**src/rtl/y_expr_sweep_ctrl_if.sv**
```systemverilog
// Handshake, datapath drive and result bundle between the sweep controller
// and its board-side driver (start/abort control, Y datapath, reference table).
interface y_expr_sweep_ctrl_if;
   localparam int unsigned TT_W = 16;
   localparam int unsigned MC_W = 5;

   logic            start;
   logic            abort;
   logic            a;
   logic            b;
   logic            c;
   logic            d;
   logic            y;
   logic            busy;
   logic            done;
   logic [TT_W-1:0] truth_table;
   logic [TT_W-1:0] expected;
   logic            pass;
   logic [MC_W-1:0] mismatch_cnt;

   // Board side: issues requests, closes the loop through the datapath.
   modport master (
      output start, abort, y, expected,
      input  a, b, c, d, busy, done, truth_table, pass, mismatch_cnt
   );

   // Controller side.
   modport slave (
      input  start, abort, y, expected,
      output a, b, c, d, busy, done, truth_table, pass, mismatch_cnt
   );
endinterface

```
**src/rtl/y_expr_sweep_ctrl.sv**
```systemverilog
// Sweeps {a,b,c,d} through 0..15, holds each vector HOLD_CYCLES+1 clocks and
// samples y into a truth table. Define SWEEP_COMPARE_EN to enable the compare.
module y_expr_sweep_ctrl #(
   parameter int unsigned HOLD_CYCLES = 4
) (
   input  logic                clk,
   input  logic                rst,
   y_expr_sweep_ctrl_if.slave  sw
);
   localparam int unsigned VEC_W = 4;
   localparam int unsigned TT_W  = 16;
   localparam int unsigned MC_W  = 5;
   localparam int unsigned CNT_W = (HOLD_CYCLES > 1) ? $clog2(HOLD_CYCLES) : 1;
   localparam logic [CNT_W-1:0] HOLD_LAST = CNT_W'(HOLD_CYCLES - 1);
   localparam logic [VEC_W-1:0] VEC_LAST  = '1;

   typedef enum logic [1:0] {
      ST_IDLE,
      ST_DRIVE,
      ST_SAMPLE,
      ST_DONE
   } state_t;

   state_t           state;
   logic [VEC_W-1:0] vec;
   logic [CNT_W-1:0] hold_cnt;
   logic [VEC_W-1:0] abcd;
   logic             busy;
   logic             done;
   logic [TT_W-1:0]  truth_table;
   logic             pass;
   logic [MC_W-1:0]  mismatch_cnt;

   // Sweep sequencer; every output is a register.
   always_ff @(posedge clk) begin
      if (rst) begin
         state        <= ST_IDLE;
         vec          <= '0;
         hold_cnt     <= '0;
         abcd         <= '0;
         busy         <= 1'b0;
         done         <= 1'b0;
         truth_table  <= '0;
         pass         <= 1'b0;
         mismatch_cnt <= '0;
      end else begin
         done <= 1'b0;
         case (state)
            ST_IDLE: begin
               if (sw.start && !sw.abort) begin
                  state        <= ST_DRIVE;
                  vec          <= '0;
                  hold_cnt     <= '0;
                  abcd         <= '0;
                  busy         <= 1'b1;
                  truth_table  <= '0;
                  pass         <= 1'b0;
                  mismatch_cnt <= '0;
               end
            end
            ST_DRIVE: begin
               if (sw.abort) begin
                  state <= ST_IDLE;
                  abcd  <= '0;
                  busy  <= 1'b0;
               end else if (hold_cnt == HOLD_LAST) begin
                  state <= ST_SAMPLE;
               end else begin
                  hold_cnt <= hold_cnt + CNT_W'(1);
               end
            end
            ST_SAMPLE: begin
               // An abort here drops the write for the vector on the pins.
               if (sw.abort) begin
                  state <= ST_IDLE;
                  abcd  <= '0;
                  busy  <= 1'b0;
               end else begin
                  truth_table[vec] <= sw.y;
                  if (vec == VEC_LAST) begin
                     state <= ST_DONE;
                     abcd  <= VEC_LAST;
                     busy  <= 1'b0;
                     done  <= 1'b1;
                  end else begin
                     state    <= ST_DRIVE;
                     vec      <= vec + VEC_W'(1);
                     abcd     <= vec + VEC_W'(1);
                     hold_cnt <= '0;
                  end
               end
            end
            ST_DONE: begin
               state <= ST_IDLE;
               abcd  <= '0;
`ifdef SWEEP_COMPARE_EN
               pass         <= (truth_table == sw.expected);
               mismatch_cnt <= MC_W'($countones(truth_table ^ sw.expected));
`endif
            end
            default: begin
               state <= ST_IDLE;
               abcd  <= '0;
               busy  <= 1'b0;
            end
         endcase
      end
   end

`ifndef SWEEP_COMPARE_EN
   // Reference table is not consumed without the compare feature.
   logic unused_expected;
   assign unused_expected = ^sw.expected;
`endif

   assign {sw.a, sw.b, sw.c, sw.d} = abcd;
   assign sw.busy         = busy;
   assign sw.done         = done;
   assign sw.truth_table  = truth_table;
   assign sw.pass         = pass;
   assign sw.mismatch_cnt = mismatch_cnt;
endmodule
```
**src/flat_wrapper.sv**
```systemverilog
// flat-port wrapper written by rule: the top's interface ports become plain ports
module y_expr_sweep_ctrl_flat 
#(
   parameter int unsigned HOLD_CYCLES = 4
)
  (clk, rst, sw_start, sw_abort, sw_y, sw_expected, sw_a, sw_b, sw_c, sw_d, sw_busy, sw_done, sw_truth_table, sw_pass, sw_mismatch_cnt);
  y_expr_sweep_ctrl_if sw_i ();
  input  logic clk;
  input  logic rst;
  input wire logic [$bits(sw_i.start)-1:0] sw_start;
  input wire logic [$bits(sw_i.abort)-1:0] sw_abort;
  input wire logic [$bits(sw_i.y)-1:0] sw_y;
  input wire logic [$bits(sw_i.expected)-1:0] sw_expected;
  output wire logic [$bits(sw_i.a)-1:0] sw_a;
  output wire logic [$bits(sw_i.b)-1:0] sw_b;
  output wire logic [$bits(sw_i.c)-1:0] sw_c;
  output wire logic [$bits(sw_i.d)-1:0] sw_d;
  output wire logic [$bits(sw_i.busy)-1:0] sw_busy;
  output wire logic [$bits(sw_i.done)-1:0] sw_done;
  output wire logic [$bits(sw_i.truth_table)-1:0] sw_truth_table;
  output wire logic [$bits(sw_i.pass)-1:0] sw_pass;
  output wire logic [$bits(sw_i.mismatch_cnt)-1:0] sw_mismatch_cnt;
  assign sw_i.start = sw_start;
  assign sw_i.abort = sw_abort;
  assign sw_i.y = sw_y;
  assign sw_i.expected = sw_expected;
  assign sw_a = sw_i.a;
  assign sw_b = sw_i.b;
  assign sw_c = sw_i.c;
  assign sw_d = sw_i.d;
  assign sw_busy = sw_i.busy;
  assign sw_done = sw_i.done;
  assign sw_truth_table = sw_i.truth_table;
  assign sw_pass = sw_i.pass;
  assign sw_mismatch_cnt = sw_i.mismatch_cnt;
  y_expr_sweep_ctrl #(.HOLD_CYCLES(HOLD_CYCLES)) u_core (.clk(clk), .rst(rst), .sw(sw_i));
endmodule
```
**config.mk**
```make
export PLATFORM = sky130hd
export DESIGN_NAME = y_expr_sweep_ctrl_flat
export DESIGN_NICKNAME = d
export VERILOG_FILES = /design/src/rtl/y_expr_sweep_ctrl_if.sv /design/src/rtl/y_expr_sweep_ctrl.sv /design/src/flat_wrapper.sv
export SDC_FILE = /design/constraint.sdc
export NUM_CORES = 1
export LEC_CHECK = 0
export CAP_MARGIN = 20
export CORE_MARGIN = 10
export CORE_UTILIZATION = 39
export DETAILED_ROUTE_END_ITERATION = 7
export PLACE_DENSITY = 0.68
export SETUP_SLACK_MARGIN = 0.02
export SLEW_MARGIN = 20
export SYNTH_ARGS = -nofsm -noshare
export SYNTH_HDL_FRONTEND = slang
export SYNTH_SLANG_ARGS = --single-unit
```
**constraint.sdc**
```tcl
create_clock -name clk -period 2.55 [get_ports clk]
set_clock_uncertainty 0.15 [all_clocks]
set_input_delay 0.51 -clock clk [delete_from_list [all_inputs] [get_ports clk]]
set_output_delay 0.51 -clock clk [all_outputs]
set_load 0.02 [all_outputs]
```
Figure 1. The metal 2 layer.
Bar = 20 um.
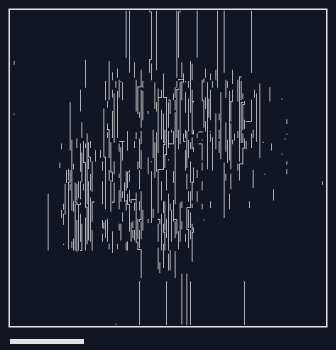
main direction: vertical
nets with wire on the layer: 191
wire length on this layer: 1880 um
count of vias placed by the detailed router: 1477
sum of routed wire length over all layers: 4220 um
M2 GR Usage: 18.3%

Figure 2. Routed clock nets over the placement.
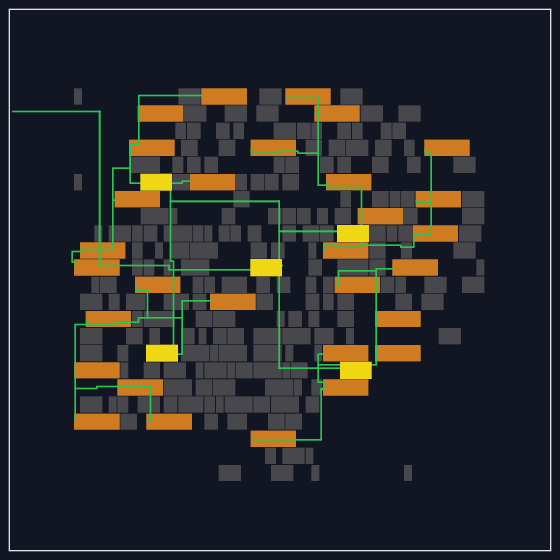
[yellow] clock drivers | count: 5
[orange] flip-flops | count: 30
[green] clock wires | length: 452 um
routed clock nets: 6

==> notes.md <==
State of the implementation.

- The final layout contains 253 nets.
- The class occupying the most area after layout is reported as multi-input combinational cells.
- The critical path start-end classification is register to register, for reference.
- The portion of synthesized area spent on multiplexers is 2.44%.
- Looking at area per cell type in the netlist, the leader is dfxtp_1.
- The sequential share of power is 44.1%, for reference.
- The overall die width is 85.8 um, for reference.
- Across all hold checks on the routed design, the worst slack comes to 309 ps.
- The total net switching power is 282 uW, for reference.
- Per the detail_route report, vias per standard cell equal 5.43.
- The max-slew headroom at the worst pin is 66.6%, for reference.
- The start point of the worst hold path is u_core.abcd[0]$_SDFFE_PP0P_, for reference.
- The TritonCTS clock tree is built, for reference.
- The die extent in y is 85.8 um, for reference.
- The startpoint of the worst register-to-register path is u_core.state[0]$_SDFFE_PP0P_, for reference.
- The report shows a maximum critical-path fanout of 6.
- Per the final layout report, the fraction of cells sized above drive strength 1 comes to 10.8%.
- The number of warnings reported in the stage logs is 50.
- Per the final report, the share of cell area in clock cells is 5.28%.
- The post-synthesis cell type with the largest instance count is dfxtp_1, for reference.
- Yosys stat counts 194 cells in the synthesized netlist.
- Global routing consumed, on the met1 layer, 15.1% of the routing resources.
- The timing report shows that the slowest cell on the worst path is dfxtp_1.
- Sequential cells make up 28.8% of the cell area.
- The chip area from the yosys synthesis statistics is 1690 um^2, for reference.
- The power report lists cell-internal power as 814 uW.
- In the placement report, post-DP HPWL is listed as 3060 um.
- The total number of multi-input combinational cells is 143, for reference.
- In this design, the stage delay of the slowest critical-path cell is 390 ps.
- The area share of and/or/nand/nor cells after synthesis is 17.8%, for reference.
- Entering global routing, the biggest net connects 18 pins.
- The flow ran to the end, and the final reports show no timing, DRC or antenna violations.
- The root buffer cell is clkbuf_8, for reference.
- Looking at the cell usage after synthesis, the top flip-flop cell is dfxtp_1.
- The region available for standard cell placement spans 4090 um^2.
- The placement report lists the number of port buffers as 26.
- Counting flops with a built-in enable in the synthesized netlist gives 0.
- The first global-routing pass estimated 7360 um of wire.
- Ranked by flip-flop count, first place goes to u_core.sw.truth_table.
- The maximum vdd drop is 0.400 mV, for reference.
- The distinct cell type count of the synthesized netlist is 43, for reference.
- The top-level I/O count is 49, for reference.
- Per the detail_route report, routed wire per instance is 15.5 um.
- The utilization after layout is 51.1%, for reference.
- Before antenna repair, the detailed router went through 4 iterations.
- The number of antenna diodes is 0, for reference.
- The power density over cell area is 525 nW/um^2, for reference.
- The register with the most flip-flops in the layout has 16 of them.
- The post-cts repair resize count is 0, for reference.
- The clock network power consumption is 452 uW, for reference.
- The maximum clock frequency is 0.487 GHz, for reference.
- In this run the full chip footprint comes out at 7370 um^2.
- The worst endpoint data arrival time is 2100 ps, for reference.
- The number of setup buffers added after CTS is 0.
- The effective utilization at floorplan is 41.4%, for reference.
- Before any placement, the netlist area is recorded as 1690 um^2.
- The capture point of the worst register-to-register path is recorded as u_core.sw.truth_table[6]$_SDFFE_PP0P_.
- In the post-route analysis, the smallest setup slack over all paths is 499 ps.
- The via count of the first global-routing pass is 1465, for reference.
- The setup slack of the worst register-to-register path is 500 ps, for reference.
- The hold violation count in the final report is 0, for reference.
- Routed signal wires occupy layers up through met4.
- Before CTS, the worst setup slack after placement is 364 ps.
- The area occupied by multi-input gates is 967 um^2, for reference.
- The path category of the worst min-delay check is register to register, for reference.
- The sequential cells in the finished layout cover a total of 601 um^2.
Power figures rest on the tool's default switching activity, not on a simulated workload.
